placed.png
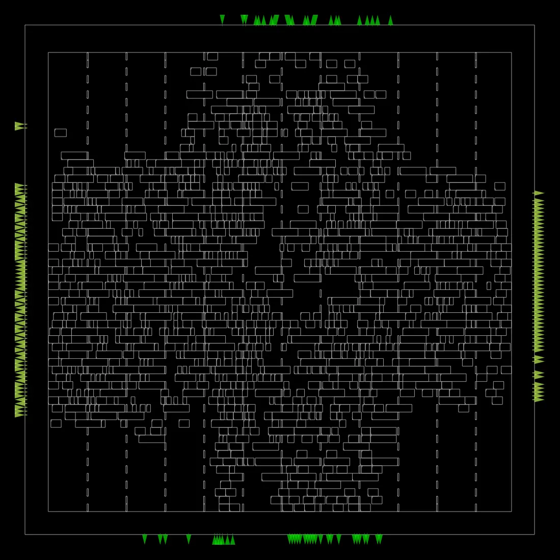
layers.png
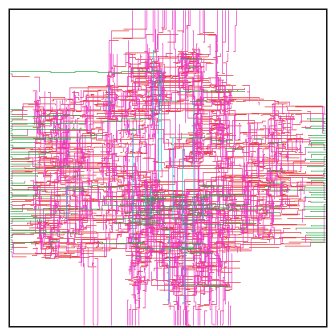
class_map.png
Fill, decap, tap and diode cells in grey.
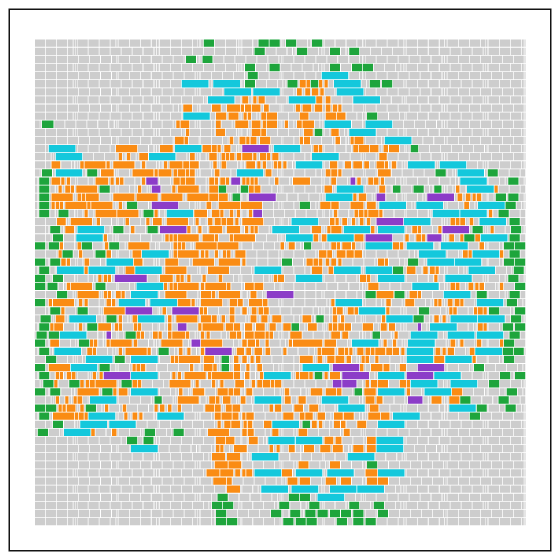
clock_wires.png
Scale bar: 50 um.
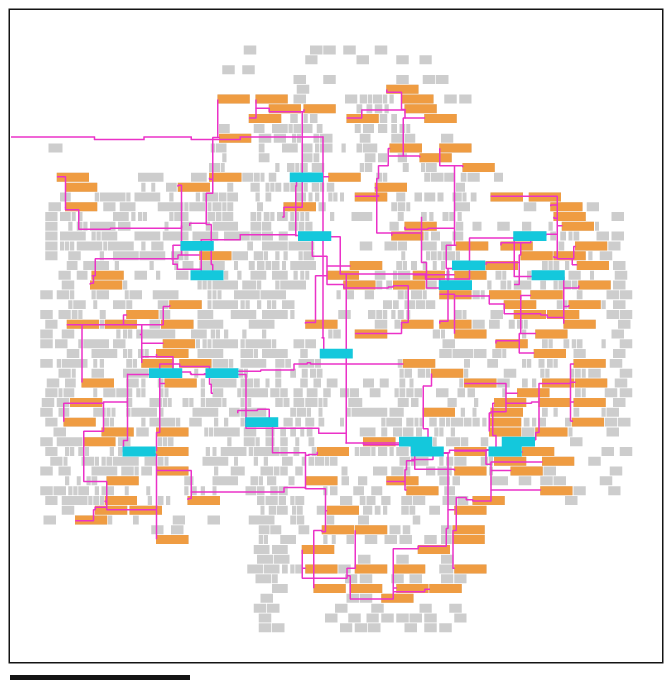
===== src/rtl/gerenciador_partida.sv =====
`default_nettype none
// +--------------------------------------------------------------------------+
// | Module      : gerenciador_partida                                        |
// | Description : Naval-battle match controller for a LINHAS x COLUNAS       |
// |               board. Latches the prepared ship map, arbitrates shots     |
// |               (hit / miss / repeat / out of range), tracks remaining     |
// |               targets and shots, runs the win/lose FSM and drives timed  |
// |               RGB feedback.                                              |
// | Ports       : clock, reset_n (async, active low)                         |
// |               modo[1:0]            00 off, 01 preparation, 1x attack     |
// |               confirmar            one-cycle confirm pulse               |
// |               coord_linha/coluna   shot coordinates                      |
// |               mapa[N-1:0]          ship map, bit = linha*COLUNAS+coluna  |
// |               mapa_atual, tiros_mat, acertos_mat   board matrices        |
// |               tiros_restantes, alvos_restantes     match counters        |
// |               estado[2:0]          0 off,1 prep,2 attack,3 win,4 lose    |
// |               led_r, led_g, led_b  status LEDs, active high              |
// | Revision    : 1.0 - initial release                                      |
// +--------------------------------------------------------------------------+
module gerenciador_partida #(
    parameter int LINHAS          = 7,
    parameter int COLUNAS         = 5,
    parameter int MAX_TIROS       = 16,
    parameter int FEEDBACK_CICLOS = 1000,
    localparam int N  = LINHAS * COLUNAS,
    localparam int LW = ($clog2(LINHAS) < 1) ? 1 : $clog2(LINHAS),
    localparam int CW = ($clog2(COLUNAS) < 1) ? 1 : $clog2(COLUNAS),
    localparam int TW = ($clog2(MAX_TIROS + 1) < 1) ? 1 : $clog2(MAX_TIROS + 1),
    localparam int AW = ($clog2(N + 1) < 1) ? 1 : $clog2(N + 1)
) (
    input  logic          clock,
    input  logic          reset_n,
    input  logic [1:0]    modo,
    input  logic          confirmar,
    input  logic [LW-1:0] coord_linha,
    input  logic [CW-1:0] coord_coluna,
    input  logic [N-1:0]  mapa,
    output logic [N-1:0]  mapa_atual,
    output logic [N-1:0]  tiros_mat,
    output logic [N-1:0]  acertos_mat,
    output logic [TW-1:0] tiros_restantes,
    output logic [AW-1:0] alvos_restantes,
    output logic [2:0]    estado,
    output logic          led_r,
    output logic          led_g,
    output logic          led_b
);

    localparam int FW = ($clog2(FEEDBACK_CICLOS + 1) < 1) ? 1 : $clog2(FEEDBACK_CICLOS + 1);

    localparam logic [2:0] c_desligado  = 3'd0;
    localparam logic [2:0] c_preparacao = 3'd1;
    localparam logic [2:0] c_ataque     = 3'd2;
    localparam logic [2:0] c_vitoria    = 3'd3;
    localparam logic [2:0] c_derrota    = 3'd4;

    // {r,g,b}
    localparam logic [2:0] c_rgb_off   = 3'b000;
    localparam logic [2:0] c_rgb_verm  = 3'b100;
    localparam logic [2:0] c_rgb_verde = 3'b010;
    localparam logic [2:0] c_rgb_azul  = 3'b001;

    logic [2:0]    r_estado, w_estado_prox;
    logic [N-1:0]  r_mapa, w_mapa_prox;
    logic [N-1:0]  r_tiros_mat, w_tiros_mat_prox;
    logic [N-1:0]  r_acertos_mat, w_acertos_mat_prox;
    logic [TW-1:0] r_tiros, w_tiros_prox;
    logic [AW-1:0] r_alvos, w_alvos_prox;
    logic [FW-1:0] r_flash_cnt, w_flash_cnt_prox;
    logic [2:0]    r_flash_rgb, w_flash_rgb_prox;
    logic [2:0]    r_rgb, w_rgb_prox;

    logic          w_em_faixa, w_repetido, w_acerto, w_fim, w_disparo;
    logic [N-1:0]  w_mascara;

    function automatic logic [AW-1:0] contar_navios(input logic [N-1:0] m);
        logic [AW-1:0] total;
        total = '0;
        for (int j = 0; j < N; j++) begin
            total = total + AW'(m[j]);
        end
        return total;
    endfunction

    // Shot decode: one-hot mask of the targeted cell, empty when out of range
    // so that the repeat/hit tests below never look outside the board.
    always_comb begin
        w_em_faixa = (32'(coord_linha) < 32'(LINHAS)) && (32'(coord_coluna) < 32'(COLUNAS));
        w_mascara  = w_em_faixa ?
                     (N'(1) << (32'(coord_linha) * 32'(COLUNAS) + 32'(coord_coluna))) : '0;
        w_repetido = |(r_tiros_mat & w_mascara);
        w_acerto   = |(r_mapa & w_mascara);
    end

    // Once a match has ended (counters already at zero) the FSM moves on at
    // this edge and any shot presented alongside is discarded.
    assign w_fim     = (r_alvos == '0) || (r_tiros == '0);
    assign w_disparo = modo[1] && confirmar && (r_estado == c_ataque) && !w_fim;

    // State register
    always_ff @(posedge clock or negedge reset_n) begin
        if (!reset_n) begin
            r_estado <= c_desligado;
        end else begin
            r_estado <= w_estado_prox;
        end
    end

    // Next-state logic: modo dominates, then end-of-match detection
    always_comb begin
        w_estado_prox = r_estado;
        if (modo == 2'b00) begin
            w_estado_prox = c_desligado;
        end else if (modo == 2'b01) begin
            w_estado_prox = c_preparacao;
        end else begin
            case (r_estado)
                c_preparacao: w_estado_prox = c_ataque;
                c_ataque: begin
                    if (r_alvos == '0) begin
                        w_estado_prox = c_vitoria;
                    end else if (r_tiros == '0) begin
                        w_estado_prox = c_derrota;
                    end
                end
                default: w_estado_prox = r_estado;
            endcase
        end
    end

    // Board and counter datapath
    always_comb begin
        w_mapa_prox        = r_mapa;
        w_tiros_mat_prox   = r_tiros_mat;
        w_acertos_mat_prox = r_acertos_mat;
        w_tiros_prox       = r_tiros;
        w_alvos_prox       = r_alvos;
        w_flash_rgb_prox   = r_flash_rgb;
        w_flash_cnt_prox   = (r_flash_cnt != '0) ? r_flash_cnt - FW'(1) : '0;

        if (modo == 2'b00) begin
            w_mapa_prox        = '0;
            w_tiros_mat_prox   = '0;
            w_acertos_mat_prox = '0;
            w_tiros_prox       = '0;
            w_alvos_prox       = '0;
        end else if (modo == 2'b01) begin
            if (r_estado != c_preparacao) begin
                // Re-entering preparation restarts the match on the kept map,
                // so the target count follows the map with no hits recorded.
                w_tiros_mat_prox   = '0;
                w_acertos_mat_prox = '0;
                w_tiros_prox       = TW'(MAX_TIROS);
                w_alvos_prox       = contar_navios(r_mapa);
            end else if (confirmar) begin
                w_mapa_prox  = mapa;
                w_alvos_prox = contar_navios(mapa);
            end
        end else if (w_disparo) begin
            w_flash_cnt_prox = FW'(FEEDBACK_CICLOS);
            if (!w_em_faixa || w_repetido) begin
                w_flash_rgb_prox = c_rgb_azul;
            end else begin
                w_tiros_mat_prox = r_tiros_mat | w_mascara;
                w_tiros_prox     = (r_tiros != '0) ? r_tiros - TW'(1) : '0;
                if (w_acerto) begin
                    w_acertos_mat_prox = r_acertos_mat | w_mascara;
                    w_alvos_prox       = (r_alvos != '0) ? r_alvos - AW'(1) : '0;
                    w_flash_rgb_prox   = c_rgb_verde;
                end else begin
                    w_flash_rgb_prox   = c_rgb_verm;
                end
            end
        end

        // Flashes only live inside the attack phase
        if (w_estado_prox != c_ataque) begin
            w_flash_cnt_prox = '0;
        end
    end

    // Output logic: next LED colour, registered below
    always_comb begin
        if (w_flash_cnt_prox != '0) begin
            w_rgb_prox = w_flash_rgb_prox;
        end else begin
            case (w_estado_prox)
                c_preparacao: w_rgb_prox = c_rgb_azul;
                c_vitoria:    w_rgb_prox = c_rgb_verde;
                c_derrota:    w_rgb_prox = c_rgb_verm;
                default:      w_rgb_prox = c_rgb_off;
            endcase
        end
    end

    always_ff @(posedge clock or negedge reset_n) begin
        if (!reset_n) begin
            r_mapa        <= '0;
            r_tiros_mat   <= '0;
            r_acertos_mat <= '0;
            r_tiros       <= '0;
            r_alvos       <= '0;
            r_flash_cnt   <= '0;
            r_flash_rgb   <= c_rgb_off;
            r_rgb         <= c_rgb_off;
        end else begin
            r_mapa        <= w_mapa_prox;
            r_tiros_mat   <= w_tiros_mat_prox;
            r_acertos_mat <= w_acertos_mat_prox;
            r_tiros       <= w_tiros_prox;
            r_alvos       <= w_alvos_prox;
            r_flash_cnt   <= w_flash_cnt_prox;
            r_flash_rgb   <= w_flash_rgb_prox;
            r_rgb         <= w_rgb_prox;
        end
    end

    assign mapa_atual      = r_mapa;
    assign tiros_mat       = r_tiros_mat;
    assign acertos_mat     = r_acertos_mat;
    assign tiros_restantes = r_tiros;
    assign alvos_restantes = r_alvos;
    assign estado          = r_estado;
    assign led_r           = r_rgb[2];
    assign led_g           = r_rgb[1];
    assign led_b           = r_rgb[0];

endmodule
`default_nettype wire


===== config.mk =====
export PLATFORM = sky130hd
export DESIGN_NAME = gerenciador_partida
export DESIGN_NICKNAME = d
export VERILOG_FILES = /design/src/rtl/gerenciador_partida.sv
export SDC_FILE = /design/constraint.sdc
export NUM_CORES = 1
export LEC_CHECK = 0
export ABC_CLOCK_PERIOD_IN_PS = 7400
export CORE_MARGIN = 8
export CORE_UTILIZATION = 32
export DETAILED_ROUTE_END_ITERATION = 8
export SYNTH_ARGS = -nofsm -noshare
export SYNTH_HDL_FRONTEND = slang
export SYNTH_SLANG_ARGS = --single-unit

===== constraint.sdc =====
create_clock -name clock -period 7.4 [get_ports clock]
set_input_delay 1.48 -clock clock [delete_from_list [all_inputs] [get_ports clock]]
set_output_delay 1.48 -clock clock [all_outputs]
set_load 0.02 [all_outputs]

==> summary.txt <==
impl run done, here's what came out: post_cts resized 0, fmax 151 MHz, placed inst area 0.0108 sq mm, post-synth top area share 38.7%, Tot GR Track Use ~18%, TritonCTS Sinks 135, Yosys Warn Count 0, CTS max path bufs 2, Inserted Diodes 0, DP HPWL 22000 um, total power ~3.4 mW, die area 0.0328 sq mm, post-synth cell types 78, Setup TNS 0 ps, Yosys reg bits 135, vias in the first global route 8025, mapped cell area around 0.0087 sq mm, Hold Crit Class reg2reg, Cell Chain, Critical Path clkdlybuf4s50_1 > inv_1 > fa_1 > inv_1 > fa_1 > inv_1 > fa_1 > fa_1 > fa_1 > fa_1 > fa_1 > fa_1 > inv_1 > a21o_1 > a21oi_1 > xnor2_1 > a21oi_1 > o21ai_0 > o21ba_1 > o22a_1, Int Pwr 2.00 mW, cell mode on critical path fa_1, # nets final 1209, Synth area leaders dfrtp_1 39%, fa_1 13%, inv_1 5.9%, total tool warning count 27, CTS Hold Bufs 0, Setup violations, final 0, antenna violations before repair 0, Slowest-stage cell, CP fa_1, ys cells approximately 920, H-tree levels 4, # DRC 0, Detailed Route WL slightly below 30000 um, Final WS setup 793 ps, WP buf/inv 5, status finished clean, critical path type in2reg, Worst Reg-to-Reg Cells 20, I/O Buffers 167, Pwr top combinational cells, fin crit share 89.3%, CP peak stage delay 530 ps, CTS tree built, LEAKAGE 5.06 nW, Worst Path Max Fanout 2, Avg WL per Cell 20.1 um, commonest cells in the synthesized netlist 136 x inv_1, 135 x dfrtp_1, 109 x nand2_1, Sequential Power 0.878 mW, Synthesized Nets ~1000, DIE HEIGHT 181 um, gr ovfl total 0, drt pass-1 iters 5, Logic pwr share 49.0%, Worst Hold Launch acertos_mat[0]$_DFFE_PN0P_, Min-Delay Path Depth 2, first-pass GRT wire length about 46000 um, Psw 1.40 mW, Commonest flop dfrtp_1, max_cap viols 0, worst r2r dst alvos_restantes[4]$_DFFE_PN0P_, Setup Buffers After CTS 0, Die Width 181 um, Synth Seq Share 38.7%, min cycle time layout 6610 ps, clock transition at the registers of the reported paths 60 ps, Cell Pwr Density 300 mW/mm^2, CP delay by family, top adder cells, Top Layout Cells 166 x clkdlybuf4s50_1, 136 x inv_1, 135 x dfrtp_1, Power Combinational about 1.7 mW, ys async rst share 100%, placed cells 1403, Yosys chip area 0.00873 sq mm, I/O pin cnt 168, cell chosen for the clock root clkbuf_16, EDFF count, synth 0, final clock skew 9.67 ps, Seq pwr share 25.8%, vias post-DR 7640, iteration-0 DRC count of the detailed router ~570, Reg2Reg Launch Point mapa_atual[11]$_DFFE_PN0P_, Slew @ Worst Pin slightly below 1000 ps, CP required 7710 ps, Finished Layout Cells 1435, CP Launch Type input port, most frequent logic cell in the layout clkdlybuf4s50_1, worst hold slack around 490 ps, top-count cell post-synth inv_1, worst slack, placed 354 ps, CP endpoint kind flip-flop, Sw Share 41.1%, Slew HR 33.7%, Post-Layout Inst Area ~0.011 sq mm, ANT nets after route 0
Back to the opening pictures, placed.png:
CORE AREA: 0.0269 sq mm
registers: 135
fraction of area in registers: 29.8%
# Taps: 341
final core utilization: 42.2%

Back to the opening pictures, layers.png:
layer	colour	wire length
M2	magenta	13400 um
M1	red	12700 um
M4	cyan	543 um
M3	green	2290 um

Back to the opening pictures, class_map.png:
class	colour	cells	share of their area
remaining logic cells	orange	742	47%
registers	cyan	135	31%
clock drivers and dummy loads	purple	32	5.3%
remaining buffers and delay cells	green	185	17%

Back to the opening pictures, clock_wires.png:
[flip-flops] orange | count: 135
[clock-net drivers] cyan | count: 17
[clock wires] magenta | length: 2160 um
routed clock nets	18
Latency at later pin: 430 ps
Clk. pwr: 0.858 mW
Clk network pwr share: 25.2%

## per-layer routing
metal / wire length [um] / global-route usage (%) / share of wire (%)
met1: 12700 / 23.1 / 44
met5: 0 / 0 / 0
met2: 13400 / 28.4 / 46
met4: 543 / 5.21 / 1.9
met3: 2290 / 5.46 / 7.9
## worst max path at each step
| stage | to | slack [ps] | cells past startpoint |
|---|---|---|---|
| finish | alvos_restantes[4]$_DFFE_PN0P_ | 790 | 20 |
| global route | alvos_restantes[4]$_DFFE_PN0P_ | 480 | 20 |
| CTS | alvos_restantes[4]$_DFFE_PN0P_ | 800 | 20 |
| detailed placement | alvos_restantes[4]$_DFFE_PN0P_ | 350 | 20 |
| global placement | alvos_restantes[4]$_DFFE_PN0P_ | 410 | 20 |
| floorplan | alvos_restantes[4]$_DFFE_PN0P_ | 1110 | 19 |
## area by class of cell
| type | instances | area (sq um) |
|---|---|---|
| Fill cell | 2661 | 15500 |
| Multi-Input combinational cell | 606 | 4640 |
| Sequential cell | 135 | 3380 |
| Timing Repair Buffer | 185 | 1810 |
| Inverter | 136 | 510 |
| Clock buffer | 21 | 470 |
| Tap cell | 341 | 427 |
| Clock inverter | 11 | 113 |
## cells by family (layout without fill, tap and decap cells)
family / Yosys count / in the layout / synth area share, %
DFF: 135 / 135 / 38.7
AOI/OAI and AO/OA: 227 / 227 / 18.4
xor gates and xnor gates: 12 / 12 / 1.20
and+or+nand+nor: 268 / 268 / 14.9
buffers and inverters: 180 / 353 / 8.29
muxes: 17 / 17 / 2.04
adders and majority gates: 82 / 82 / 16.5
## sequential cells by signal (all words and copies together), names as in the netlist
register,flops
acertos_mat,35
r_rgb,3
alvos_restantes,6
r_flash_rgb,3
mapa_atual,35
r_flash_cnt,10
tiros_restantes,5
tiros_mat,35
estado,3
Power figures rest on the tool's default switching activity, not on a simulated workload.
